**Run 1: signal wires on met2**

(4 px per um)
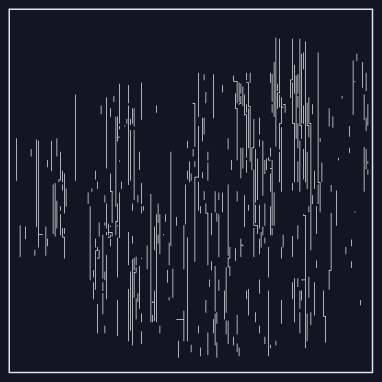
**Run 1: wires at chosen ports, followed through buffers**

(3 px per um)
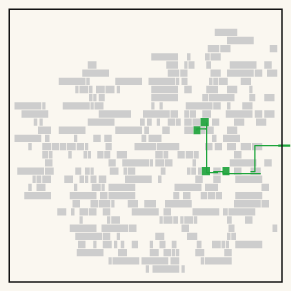
**Run 1: wiring by layer**

(3 px per um) Only two layers are drawn.
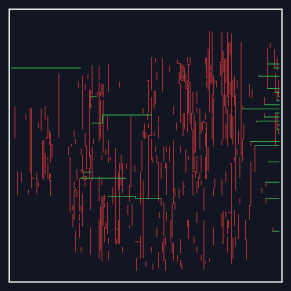
--- src/rtl/led_jogadores.sv ---
// Per-seat LED driver: idle pattern (alive/dead, blinking current player) and blocking flash announcement.
// Optional macro LEDS_ATIVO_BAIXO_EN inverts the leds output for active-low LED boards.
module led_jogadores #(
  parameter int unsigned N_JOG     = 5,
  parameter int unsigned DIV_PISCA = 25000000,
  parameter int unsigned N_PISCA   = 3
) (
  input  logic             clock,
  input  logic             reset,
  input  logic [2:0]       jogador_atual,
  input  logic             destaca_atual,
  input  logic [N_JOG-1:0] mortes,
  input  logic             anuncia,
  input  logic [2:0]       alvo,
  output logic [N_JOG-1:0] leds,
  output logic             ocupado,
  output logic             pronto
);

  localparam int unsigned PW = (DIV_PISCA > 1) ? $clog2(DIV_PISCA) : 1;
  localparam int unsigned CW = $clog2(N_PISCA + 1);
  localparam logic [PW-1:0] PRESC_MAX = PW'(DIV_PISCA - 1);
  localparam logic [CW-1:0] CNT_LAST  = CW'(N_PISCA - 1);

`ifdef LEDS_ATIVO_BAIXO_EN
  localparam logic [N_JOG-1:0] LED_POL = '1;
`else
  localparam logic [N_JOG-1:0] LED_POL = '0;
`endif

  typedef enum logic [1:0] {
    OCIOSO,
    PISCANDO,
    FIM
  } estado_t;

  estado_t          state_q, state_d;
  logic [PW-1:0]    presc_q, presc_d;
  logic             fase_q, fase_d;
  logic [CW-1:0]    cnt_q, cnt_d;
  logic [2:0]       alvo_q, alvo_d;
  logic [N_JOG-1:0] leds_q, leds_d;
  logic             ocupado_q, ocupado_d;
  logic             pronto_q, pronto_d;

  logic             tick_c;
  logic [N_JOG-1:0] idle_c;
  logic [N_JOG-1:0] onehot_c;
  logic [N_JOG-1:0] pattern_c;

  assign tick_c = (presc_q == PRESC_MAX);

  // State register and registered outputs
  always_ff @(posedge clock or negedge reset) begin
    if (!reset) begin
      state_q   <= OCIOSO;
      presc_q   <= '0;
      fase_q    <= 1'b0;
      cnt_q     <= '0;
      alvo_q    <= '0;
      leds_q    <= LED_POL;
      ocupado_q <= 1'b0;
      pronto_q  <= 1'b0;
    end else begin
      state_q   <= state_d;
      presc_q   <= presc_d;
      fase_q    <= fase_d;
      cnt_q     <= cnt_d;
      alvo_q    <= alvo_d;
      leds_q    <= leds_d;
      ocupado_q <= ocupado_d;
      pronto_q  <= pronto_d;
    end
  end

  // Next state, blink timing and LED pattern
  always_comb begin
    state_d   = state_q;
    presc_d   = presc_q;
    fase_d    = fase_q;
    cnt_d     = cnt_q;
    alvo_d    = alvo_q;
    idle_c    = '0;
    onehot_c  = '0;
    pattern_c = '0;

    unique case (state_q)
      OCIOSO: begin
        presc_d = tick_c ? '0 : presc_q + PW'(1);
        if (tick_c) fase_d = ~fase_q;
        if (anuncia && (32'(alvo) < N_JOG)) begin
          state_d = PISCANDO;
          alvo_d  = alvo;
          presc_d = '0;
          fase_d  = 1'b1;
          cnt_d   = '0;
        end
      end
      PISCANDO: begin
        presc_d = tick_c ? '0 : presc_q + PW'(1);
        if (tick_c) begin
          if (fase_q) begin
            fase_d = 1'b0;
          end else if (cnt_q == CNT_LAST) begin
            // Last off-phase done: finish instead of re-lighting
            state_d = FIM;
            presc_d = '0;
            fase_d  = 1'b0;
            cnt_d   = cnt_q + CW'(1);
          end else begin
            fase_d = 1'b1;
            cnt_d  = cnt_q + CW'(1);
          end
        end
      end
      FIM: begin
        state_d = OCIOSO;
        presc_d = '0;
        fase_d  = 1'b0;
      end
      default: begin
        state_d = OCIOSO;
        presc_d = '0;
        fase_d  = 1'b0;
      end
    endcase

    // Out-of-range indices match no seat, so they never override
    for (int unsigned i = 0; i < N_JOG; i++) begin
      idle_c[i]   = ~mortes[i];
      onehot_c[i] = (alvo_d == 3'(i));
      if (destaca_atual && (jogador_atual == 3'(i)) && !mortes[i]) begin
        idle_c[i] = fase_d;
      end
    end

    if (state_d == PISCANDO) begin
      pattern_c = fase_d ? onehot_c : '0;
    end else begin
      pattern_c = idle_c;
    end

    leds_d    = pattern_c ^ LED_POL;
    ocupado_d = (state_d == PISCANDO);
    pronto_d  = (state_d == FIM);
  end

  assign leds    = leds_q;
  assign ocupado = ocupado_q;
  assign pronto  = pronto_q;

endmodule

--- config.mk ---
export PLATFORM = sky130hd
export DESIGN_NAME = led_jogadores
export DESIGN_NICKNAME = d
export VERILOG_FILES = /design/src/rtl/led_jogadores.sv
export SDC_FILE = /design/constraint.sdc
export NUM_CORES = 1
export LEC_CHECK = 0
export CORE_UTILIZATION = 25
export CTS_BUF_LIST = sky130_fd_sc_hd__clkbuf_16
export DETAILED_ROUTE_END_ITERATION = 12
export MAX_ROUTING_LAYER = met4
export PLACE_DENSITY = 0.44
export SYNTH_ARGS = -nofsm -noshare
export SYNTH_HDL_FRONTEND = slang
export SYNTH_SLANG_ARGS = --single-unit
--- constraint.sdc ---
create_clock -name clock -period 2.2 [get_ports clock]
set_input_delay 0.33 -clock clock [delete_from_list [all_inputs] [get_ports clock]]
set_output_delay 0.33 -clock clock [all_outputs]
set_load 0.1 [all_outputs]
==> results_tabular.tex, run 1 <==
% Yosys + OpenROAD metrics
\begin{tabular}{lr}
\hline
Metric & Value \\
\hline
\multicolumn{2}{l}{\textbf{Setup path}} \\
Data arrival time of the worst path & 2.56 ns \\
Kind of start point of the critical path & flop \\
Start point of the critical path & presc\_q[7] \\
Worst setup EP type & flop \\
Crit path to & leds[1] \\
\multicolumn{2}{l}{\textbf{Detailed routing}} \\
DR WL met3 & 163 um \\
Vias per cell & 4.38 \\
Initial DRC count & 45 \\
\multicolumn{2}{l}{\textbf{Layout}} \\
Nets & 283 \\
Multi-input logic cell count & 148 \\
Reg area & 1000 um2 \\
Non-clk bufs & 62 \\
Final design instance area without fill & 2810 um2 \\
Fin util & 37.9\% \\
\multicolumn{2}{l}{\textbf{Outcome}} \\
Failing checks & negative setup slack \\
Status & complete, but fails checks \\
\multicolumn{2}{l}{\textbf{Power}} \\
Power after layout & 0.00222 W \\
Flip-flop and latch power & 0.000901 W \\
\multicolumn{2}{l}{\textbf{Synthesis}} \\
Simple-gate area share of the yosys netlist & 25.8\% \\
Proportion of netlist area held by the largest area contributor & 51.2\% \\
Post-synthesis cell type with the largest instance count & dfrtp\_1 \\
Post-Syn Nets & 217 \\
Most area-consuming cells after synthesis & dfrtp\_1 51\%, nor2\_1 6.5\%, xnor2\_1 5.8\%, xor2\_1 4.0\%, nand2\_1 2.9\% \\
Number of synthesized register bits & 40 \\
\multicolumn{2}{l}{\textbf{Clock tree}} \\
Gates resized, CTS repair & 2 \\
Number of CTS-inserted buffers & 5 \\
\multicolumn{2}{l}{\textbf{STA}} \\
Final critical-path required period & 2.42 ns \\
Normalized max-slew margin & 62.0\% \\
Final WS setup & -0.215 ns \\
Final setup violating endpoints & 6 \\
Unrepaired setup endpoints after global routing & yes \\
\multicolumn{2}{l}{\textbf{Global routing}} \\
GR met1 Demand/Resource & 15.8\% \\
Via count of the first global-routing pass & 1600 \\
Antenna violations before repair & 0 \\
\multicolumn{2}{l}{\textbf{Flow run}} \\
Max-cap check violation count & 0 \\
\hline
\end{tabular}
## Picture notes: 'signal wires on met2'
- nets with wire on the layer: 227
- main direction: vertical

## Picture notes: 'wires at chosen ports, followed through buffers'
- anuncia: green (direction input; edge right; end cells 4; buffers 2; wire 58.8 um)

## Picture notes: 'wiring by layer'
- met2: red (wire length 2060 um)
- met3: green (wire length 164 um)
mean routed wirelength per cell: 12.5 um
count of vias placed by the detailed router: 1603
all-layer global routing usage: 12.3%

run 1: placed cells by master, fill, tap and decap left out, drive strengths merged, types with 3 or more instances in the layout:
| cell | netlist | routed |
|---|---|---|
| clkdlybuf4s50 | 0 | 13 |
| nand4 | 5 | 5 |
| xnor2 | 13 | 13 |
| or2 | 3 | 3 |
| xor2 | 9 | 9 |
| nor3 | 7 | 7 |
| nand2b | 3 | 3 |
| inv | 9 | 9 |
| and3 | 4 | 4 |
| nand3 | 10 | 10 |
| a21oi | 3 | 3 |
| nor3b | 3 | 3 |
| or4 | 3 | 3 |
| dfrtp | 40 | 40 |
| nand2 | 15 | 15 |
| o21ai | 8 | 8 |
| o32ai | 3 | 3 |
| buf | 0 | 49 |
| a31oi | 3 | 3 |
| nor2 | 34 | 34 |
| clkbuf | 3 | 5 |
==> run 2: changes to the inputs <==
- CORE_ASPECT_RATIO: default -> 1.2
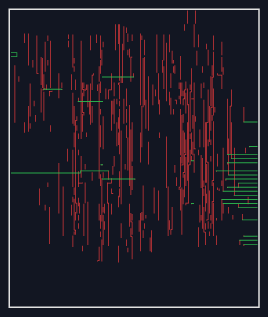
**Above:** run 2 (wiring by layer).
(3 px per um) Only two layers are drawn.
mean routed wirelength per cell: 12.8 um
count of vias placed by the detailed router: 1625
all-layer global routing usage: 12.9%

==> run 2 against run 1 <==
The flow finishes with violations (negative hold slack, negative setup slack). Critical path depth is the same. Clock skew shrank 0.00068 ns. Wire length shrank 0.41%. Setup slack gained 0.0051 ns. Combinational power shrank 5.1%. Power shrank 6.5%.
==> results_tabular.tex, run 2 <==
% Yosys + OpenROAD metrics
\begin{tabular}{lr}
\hline
Metric & Value \\
\hline
\multicolumn{2}{l}{\textbf{Clock tree}} \\
Number of CTS-inserted buffers & 5 (unchanged) \\
Gates resized, CTS repair & 2 (unchanged) \\
\multicolumn{2}{l}{\textbf{Outcome}} \\
Status & complete, but fails checks \\
Failing checks & negative hold slack, negative setup slack \\
\multicolumn{2}{l}{\textbf{Layout}} \\
Final design instance area without fill & 2760 um2 (-1.8\%) \\
Most common logic cell in the routed design & buf\_4 \\
\multicolumn{2}{l}{\textbf{Synthesis}} \\
Post-Syn Nets & 217 (unchanged) \\
Number of synthesized register bits & 40 (unchanged) \\
Proportion of netlist area held by the largest area contributor & 51.2\% (unchanged) \\
Most area-consuming cells after synthesis & dfrtp\_1 51\%, nor2\_1 6.5\%, xnor2\_1 5.8\%, xor2\_1 4.0\%, nand2\_1 2.9\% \\
Post-synthesis cell type with the largest instance count & dfrtp\_1 \\
\multicolumn{2}{l}{\textbf{STA}} \\
Final count of hold timing violations & 10 \\
Final critical-path required period & 2.41 ns (-0.00506 ns) \\
Unrepaired setup endpoints after global routing & yes \\
Final-layout worst hold slack & -0.0118 ns \\
Final WS setup & -0.210 ns (+0.00506 ns) \\
Final setup violating endpoints & 6 (unchanged) \\
\multicolumn{2}{l}{\textbf{Flow run}} \\
Max-cap check violation count & 0 (unchanged) \\
\multicolumn{2}{l}{\textbf{Setup path}} \\
Start point of the critical path & presc\_q[9] \\
Worst setup EP type & flop \\
Crit path to & leds[1] \\
\multicolumn{2}{l}{\textbf{Detailed routing}} \\
Vias per cell & 4.54 (+3.6\%) \\
Initial DRC count & 20 (-56\%) \\
\multicolumn{2}{l}{\textbf{Global routing}} \\
Antenna violations before repair & 0 (unchanged) \\
\multicolumn{2}{l}{\textbf{Power}} \\
Flip-flop and latch power & 0.000903 W (about the same) \\
Power after layout & 0.00207 W (-6.5\%) \\
\hline
\end{tabular}
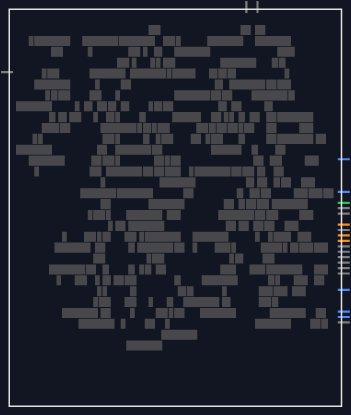
**Above:** run 2 (pin placement).
(4 px per um) Pins as bars across the die edge, other pins in gray.
- leds: blue (pins 5; direction output; edge right)
- anuncia: green (pins 1; direction input; edge right)
- jogador_atual: orange (pins 3; direction input; edge right)
- all pins by edge: 19 right, 2 top, 1 left
die width: 82.7 um
input/output buffers: 21
DIE HEIGHT: 98.9 um

==> run 2: cell counts after synthesis <==
Identical to the previous run, type by type.
==> run 2: worst max-delay path, stage by stage (launching register included) <==
cell and delay [ns]:
dfrtp_1 0.37, or4_1 0.51, or4_4 0.52, or2_4 0.26, o211ai_4 0.19, inv_2 0.09
nor4b_2 0.25, o32ai_1 0.10
==> run 2: area by class of cell <==
class / instances / area, um2
Fill cell: 779 / 4640
Sequential cell: 40 / 1000
Multi-Input combinational cell: 148 / 953
Timing Repair Buffer: 64 / 527
Clock buffer: 5 / 125
Tap cell: 90 / 113
Inverter: 9 / 33.8
Clock inverter: 2 / 8.76
Power and IR drop assume default switching activity.
